**src/rtl/axi_burst_master.sv**
```systemverilog
// AXI4 burst master: writes one LEN-beat burst of 1..LEN to C_M_TARGET_BASE, then checks B.
// Define AXI_BURST_MASTER_READBACK_EN to also read the burst back and compare the data.
module axi_burst_master #(
  parameter int unsigned C_M_AXI_ADDR_WIDTH = 32,
  parameter int unsigned C_M_AXI_DATA_WIDTH = 32,
  parameter int unsigned C_M_BURST_LEN      = 16,
  parameter logic [63:0] C_M_TARGET_BASE    = 64'h0
) (
  input  logic                              M_AXI_ACLK,
  input  logic                              M_AXI_ARESETN,
  input  logic                              i_start,
  output logic                              o_done,
  output logic                              o_error,
  output logic [C_M_AXI_ADDR_WIDTH-1:0]     M_AXI_AWADDR,
  output logic [7:0]                        M_AXI_AWLEN,
  output logic                              M_AXI_AWVALID,
  input  logic                              M_AXI_AWREADY,
  output logic [C_M_AXI_DATA_WIDTH-1:0]     M_AXI_WDATA,
  output logic [C_M_AXI_DATA_WIDTH/8-1:0]   M_AXI_WSTRB,
  output logic                              M_AXI_WLAST,
  output logic                              M_AXI_WVALID,
  input  logic                              M_AXI_WREADY,
  input  logic [1:0]                        M_AXI_BRESP,
  input  logic                              M_AXI_BVALID,
  output logic                              M_AXI_BREADY,
  output logic [C_M_AXI_ADDR_WIDTH-1:0]     M_AXI_ARADDR,
  output logic [7:0]                        M_AXI_ARLEN,
  output logic                              M_AXI_ARVALID,
  input  logic                              M_AXI_ARREADY,
  input  logic [C_M_AXI_DATA_WIDTH-1:0]     M_AXI_RDATA,
  input  logic [1:0]                        M_AXI_RRESP,
  input  logic                              M_AXI_RLAST,
  input  logic                              M_AXI_RVALID,
  output logic                              M_AXI_RREADY
);

  localparam int unsigned AW     = C_M_AXI_ADDR_WIDTH;
  localparam int unsigned DW     = C_M_AXI_DATA_WIDTH;
  localparam int unsigned BEAT_W = 8;
  localparam logic [BEAT_W-1:0] LAST_BEAT = BEAT_W'(C_M_BURST_LEN - 1);
  localparam logic [7:0]        AXLEN     = 8'(C_M_BURST_LEN - 1);
  localparam logic [AW-1:0]     BASE_ADDR = AW'(C_M_TARGET_BASE);

  typedef enum logic [2:0] {IDLE, WADDR, WDATA, WRESP, RADDR, RDATA, FIN} state_e;

  state_e             state_q, state_d;
  logic [BEAT_W-1:0]  beat_q, beat_d;
  logic               error_q, error_d;
  logic               done_q, done_d;
  logic               awvalid_q, awvalid_d;
  logic               wvalid_q, wvalid_d;
  logic               wlast_q, wlast_d;
  logic               bready_q, bready_d;
  logic               arvalid_q, arvalid_d;
  logic               rready_q, rready_d;
  logic [AW-1:0]      addr_q, addr_d;
  logic [7:0]         len_q, len_d;
  logic [DW-1:0]      wdata_q, wdata_d;

  logic aw_hs_c, w_hs_c, b_hs_c;
  assign aw_hs_c = awvalid_q & M_AXI_AWREADY;
  assign w_hs_c  = wvalid_q & M_AXI_WREADY;
  assign b_hs_c  = bready_q & M_AXI_BVALID;

`ifdef AXI_BURST_MASTER_READBACK_EN
  logic ar_hs_c, r_hs_c, r_bad_c;
  assign ar_hs_c = arvalid_q & M_AXI_ARREADY;
  assign r_hs_c  = rready_q & M_AXI_RVALID;
  // Beat n must carry n+1, OKAY response, and RLAST exactly on the final beat
  assign r_bad_c = (M_AXI_RDATA != (DW'(beat_q) + DW'(1))) ||
                   (M_AXI_RRESP != 2'b00) ||
                   (M_AXI_RLAST != (beat_q == LAST_BEAT));
`else
  logic unused_rd;
  assign unused_rd = ^{M_AXI_ARREADY, M_AXI_RDATA, M_AXI_RRESP, M_AXI_RLAST, M_AXI_RVALID};
`endif

  // Next-state, beat counter and sticky error
  always_comb begin
    state_d = state_q;
    beat_d  = beat_q;
    error_d = error_q;
    unique case (state_q)
      IDLE: begin
        if (i_start) begin
          state_d = WADDR;
          error_d = 1'b0;
        end
      end
      WADDR: if (aw_hs_c) state_d = WDATA;
      WDATA: begin
        if (w_hs_c) begin
          if (beat_q == LAST_BEAT) begin
            state_d = WRESP;
            beat_d  = '0;
          end else begin
            beat_d = beat_q + BEAT_W'(1);
          end
        end
      end
      WRESP: begin
        if (b_hs_c) begin
          if (M_AXI_BRESP != 2'b00) error_d = 1'b1;
`ifdef AXI_BURST_MASTER_READBACK_EN
          state_d = RADDR;
`else
          state_d = FIN;
`endif
        end
      end
`ifdef AXI_BURST_MASTER_READBACK_EN
      RADDR: if (ar_hs_c) state_d = RDATA;
      RDATA: begin
        if (r_hs_c) begin
          if (r_bad_c) error_d = 1'b1;
          if (beat_q == LAST_BEAT) begin
            state_d = FIN;
            beat_d  = '0;
          end else begin
            beat_d = beat_q + BEAT_W'(1);
          end
        end
      end
`endif
      FIN:     state_d = IDLE;
      default: state_d = IDLE;
    endcase
  end

  // Outputs are registered from the next state so they change with the state
  always_comb begin
    awvalid_d = (state_d == WADDR);
    wvalid_d  = (state_d == WDATA);
    wlast_d   = (state_d == WDATA) && (beat_d == LAST_BEAT);
    bready_d  = (state_d == WRESP);
    done_d    = (state_d == FIN);
    arvalid_d = 1'b0;
    rready_d  = 1'b0;
`ifdef AXI_BURST_MASTER_READBACK_EN
    arvalid_d = (state_d == RADDR);
    rready_d  = (state_d == RDATA);
`endif
    addr_d    = BASE_ADDR;
    len_d     = AXLEN;
    wdata_d   = (state_d == WDATA) ? (DW'(beat_d) + DW'(1)) : wdata_q;
  end

  always_ff @(posedge M_AXI_ACLK or negedge M_AXI_ARESETN) begin
    if (!M_AXI_ARESETN) begin
      state_q   <= IDLE;
      beat_q    <= '0;
      error_q   <= 1'b0;
      done_q    <= 1'b0;
      awvalid_q <= 1'b0;
      wvalid_q  <= 1'b0;
      wlast_q   <= 1'b0;
      bready_q  <= 1'b0;
      arvalid_q <= 1'b0;
      rready_q  <= 1'b0;
      addr_q    <= '0;
      len_q     <= '0;
      wdata_q   <= '0;
    end else begin
      state_q   <= state_d;
      beat_q    <= beat_d;
      error_q   <= error_d;
      done_q    <= done_d;
      awvalid_q <= awvalid_d;
      wvalid_q  <= wvalid_d;
      wlast_q   <= wlast_d;
      bready_q  <= bready_d;
      arvalid_q <= arvalid_d;
      rready_q  <= rready_d;
      addr_q    <= addr_d;
      len_q     <= len_d;
      wdata_q   <= wdata_d;
    end
  end

  assign o_done        = done_q;
  assign o_error       = error_q;
  assign M_AXI_AWADDR  = addr_q;
  assign M_AXI_AWLEN   = len_q;
  assign M_AXI_AWVALID = awvalid_q;
  assign M_AXI_WDATA   = wdata_q;
  assign M_AXI_WSTRB   = '1;
  assign M_AXI_WLAST   = wlast_q;
  assign M_AXI_WVALID  = wvalid_q;
  assign M_AXI_BREADY  = bready_q;
  assign M_AXI_ARADDR  = addr_q;
  assign M_AXI_ARLEN   = len_q;
  assign M_AXI_ARVALID = arvalid_q;
  assign M_AXI_RREADY  = rready_q;

endmodule

```
**config.mk**
```make
export PLATFORM = sky130hd
export DESIGN_NAME = axi_burst_master
export DESIGN_NICKNAME = d
export VERILOG_FILES = /design/src/rtl/axi_burst_master.sv
export SDC_FILE = /design/constraint.sdc
export NUM_CORES = 1
export LEC_CHECK = 0
export ABC_AREA = 0
export CORE_ASPECT_RATIO = 1.25
export CORE_MARGIN = 2
export CORE_UTILIZATION = 25
export CTS_BUF_LIST = sky130_fd_sc_hd__clkbuf_8
export DETAILED_ROUTE_END_ITERATION = 16
export PLACE_DENSITY_LB_ADDON = 0.12
export SYNTH_ARGS = -nofsm -noshare
export SYNTH_HDL_FRONTEND = slang
export SYNTH_SLANG_ARGS = --single-unit
```
**constraint.sdc**
```tcl
create_clock -name M_AXI_ACLK -period 3.4 [get_ports M_AXI_ACLK]
set_input_delay 0.34 -clock M_AXI_ACLK [delete_from_list [all_inputs] [get_ports M_AXI_ACLK]]
set_output_delay 0.34 -clock M_AXI_ACLK [all_outputs]
set_load 0.03 [all_outputs]
```
Cell sizes after repair:
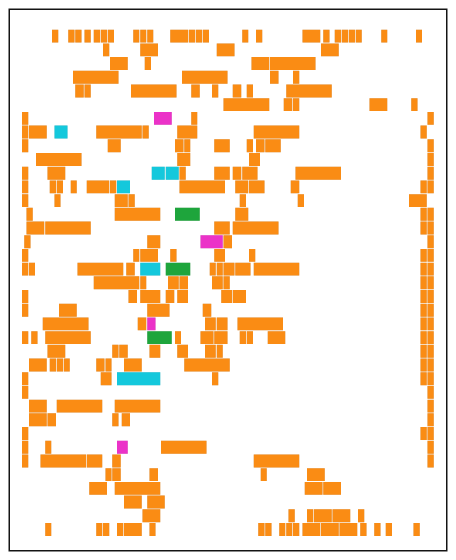
| size | color | cells | share |
|---|---|---|---|
| _0 and _1 cells | orange | 257 | 95% |
| _3 and _4 cells | cyan | 6 | 2.2% |
| _6 and larger | green | 3 | 1.1% |
| _2 cells | magenta | 4 | 1.5% |
fin worst setup slack: 0.924 ns
Buffers, non-clock: 34
Final Cell Area: 0.00217 mm^2
Layout area overhead: 2.12%

Clock wiring as the flow saved it:
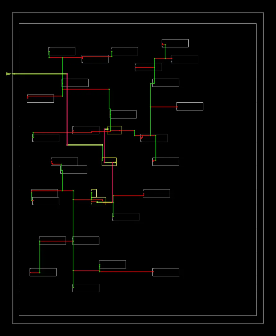
CTS buffer count: 3
clk ins delay skew pair: 0.29 ns
Clk power: 0.198 mW
num sequential: 27
clk sinks: 27

==> results_dict.tcl <==
# place-and-route summary
set metrics [dict create \
    status "complete, no violations" \
    edf_count 0 \
    top_usage_layer "met2" \
    synthSimpleGateAreaFrac 0.145 \
    grt_util_met3 0.0139 \
    antenna_cells 0 \
    first_pass_iters 4 \
    finClkSkew_ns 0.00958 \
    fin_nets 318 \
    fill_cells 895 \
    top_cells_by_area "buf_4 (38%), dfrtp_1 (32%), nand2_1 (4.1%)" \
    htreeDepth 1 \
    rsz0062_at_grt "false" \
    avgViaCountPerCell 3.69 \
    drc 0 \
    dp_hpwl_um 2940 \
    grt_pass1_wl_um 6010 \
    hold_path_class "input port to async pin" \
    crit_end "M_AXI_WDATA[7]" \
    logic_family "buffers and inverters" \
    clk_pin_slew_ns 0.11 \
    grtUsageMet1 0.0982 \
    worst_pin_slew_ns 0.594 \
    syn_area_per_cell_um2 8.73 \
    routabilityCongestion 0.738 \
    netlist_instances 244 \
    reg2reg_depth 10 \
    fmax_mhz 404 \
    drt_iter0_drc 42 \
    p_clk_frac 0.148 \
    drt-total-wl_um 3770 \
    yosysTopAreaCellShare 0.381 \
    crit_path_end_kind "register" \
    ys_sh_mux 0.00999 \
    net-switching-power_mw 0.664 \
    use_met2 0.143 \
    maxCapViolCount 0 \
    port-buffer-count 30 \
    power_density_mw_per_mm2 615 \
    regArea_um2 676 \
    ys_warn_count 0 \
    tritoncts "built" \
    regToRegSetupSlack_ns 0.97 \
    cts_hold_buffers 0 \
    layout_top_cells "conb_1 (102), clkdlybuf4s50_1 (30), dfrtp_1 (27), nand2_1 (23), o21ai_0 (11)" \
    ys_seq_frac 0.317 \
    cp.required_ns 3.58 \
    warning_count 63 \
    die_h_um 107 \
    synth-compound-area-share 0.0787 \
    synth_area_leader_cell "buf_4" \
    ys_ff 27 \
    synthArstFlopShare 1.00 \
    synth_cell_types 38 \
    logic_area_um2 967 \
    post_drt_wl_per_cell_um 10.3 \
    antenna_found_initial 0 \
    vias 1354 \
    fin_crit_sh 0.728 \
    setup-violations-final 0 \
    common_cells "buf_4 (108), dfrtp_1 (27), nand2_1 (23)" \
    finalHoldViolCount 0 \
    fp-row-count 37 \
    synth.most_common_cell "buf_4" \
    pwr-share-comb 0.485 \
    r2r-start "beat_q[0]" \
    cts_setup_buffers 0 \
    clock_path_buffers 2 \
]
Gate-type map:
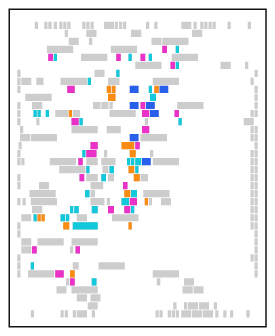
| family | color | cells | most used |
|---|---|---|---|
| XOR/XNOR gates | blue | 7 | xnor2_1 |
| NOR gates | orange | 16 | nor2_1 |
| inverting AOI/OAI gates | magenta | 24 | o21ai_0 |
| NAND gates | cyan | 35 | nand2_1 |
fraction of area in multi-input gates: 0.445
Commonest Layout Cell: conb_1

[power by group through the flow]
stage / registers, mW / clock network [mW] / logic (mW)
3_5_place_dp: 0.499 / 0 / 0.659
3_3_place_gp: 0.502 / 0 / 0.655
5_1_grt: 0.508 / 0.224 / 0.720
2_1_floorplan: 0.552 / 0 / 0.491
4_1_cts: 0.493 / 0.208 / 0.661
6_report: 0.492 / 0.198 / 0.649
[worst max-delay path, stage by stage]
cell and delay [ns]:
clkdlybuf4s50_1 0.53, nand4b_4 0.19, nor2_1 0.29, a21boi_0 0.44
o211ai_1 0.22, mux2_1 0.34, a211o_2 0.30
[sequential cells by signal, summed over array words and instances (netlist names)]
name	flops
M_AXI_WDATA	9
beat_q	8
state_q	3
M_AXI_ARLEN	1
M_AXI_AWVALID	1
M_AXI_BREADY	1
M_AXI_WLAST	1
M_AXI_WVALID	1
o_done	1
o_error	1
[stage by stage]
stage / instances / utilization / worst slack [ns] / hold WS, ns / power [mW]
2_1_floorplan: 344 / - / 1.10 / 0.0444 / 1.04
3_3_place_gp: 363 / 0.258 / 0.652 / 0.466 / 1.16
3_5_place_dp: 363 / 0.258 / 0.606 / 0.473 / 1.16
4_1_cts: 367 / 0.264 / 0.924 / 0.440 / 1.36
5_1_grt: 367 / 0.264 / 0.699 / 0.471 / 1.45
6_report: 367 / 0.264 / 0.924 / 0.420 / 1.34
[routing by layer]
layer / wire length (um) / vias to the layer above
met5: 0 / -
met4: 74 / 0
met3: 218 / 8
met2: 1990 / 78
met1: 1490 / 625
li1: - / 643
[layout make-up]
type	instances	area share
Timing Repair Buffer	34	0.152
Inverter	9	0.0155
Clock inverter	1	0.00230
Clock buffer	3	0.0190
Sequential cell	27	0.311
Multi-Input combinational cell	196	0.445
Tap cell	97	0.0558
Power figures rest on the tool's default switching activity, not on a simulated workload.
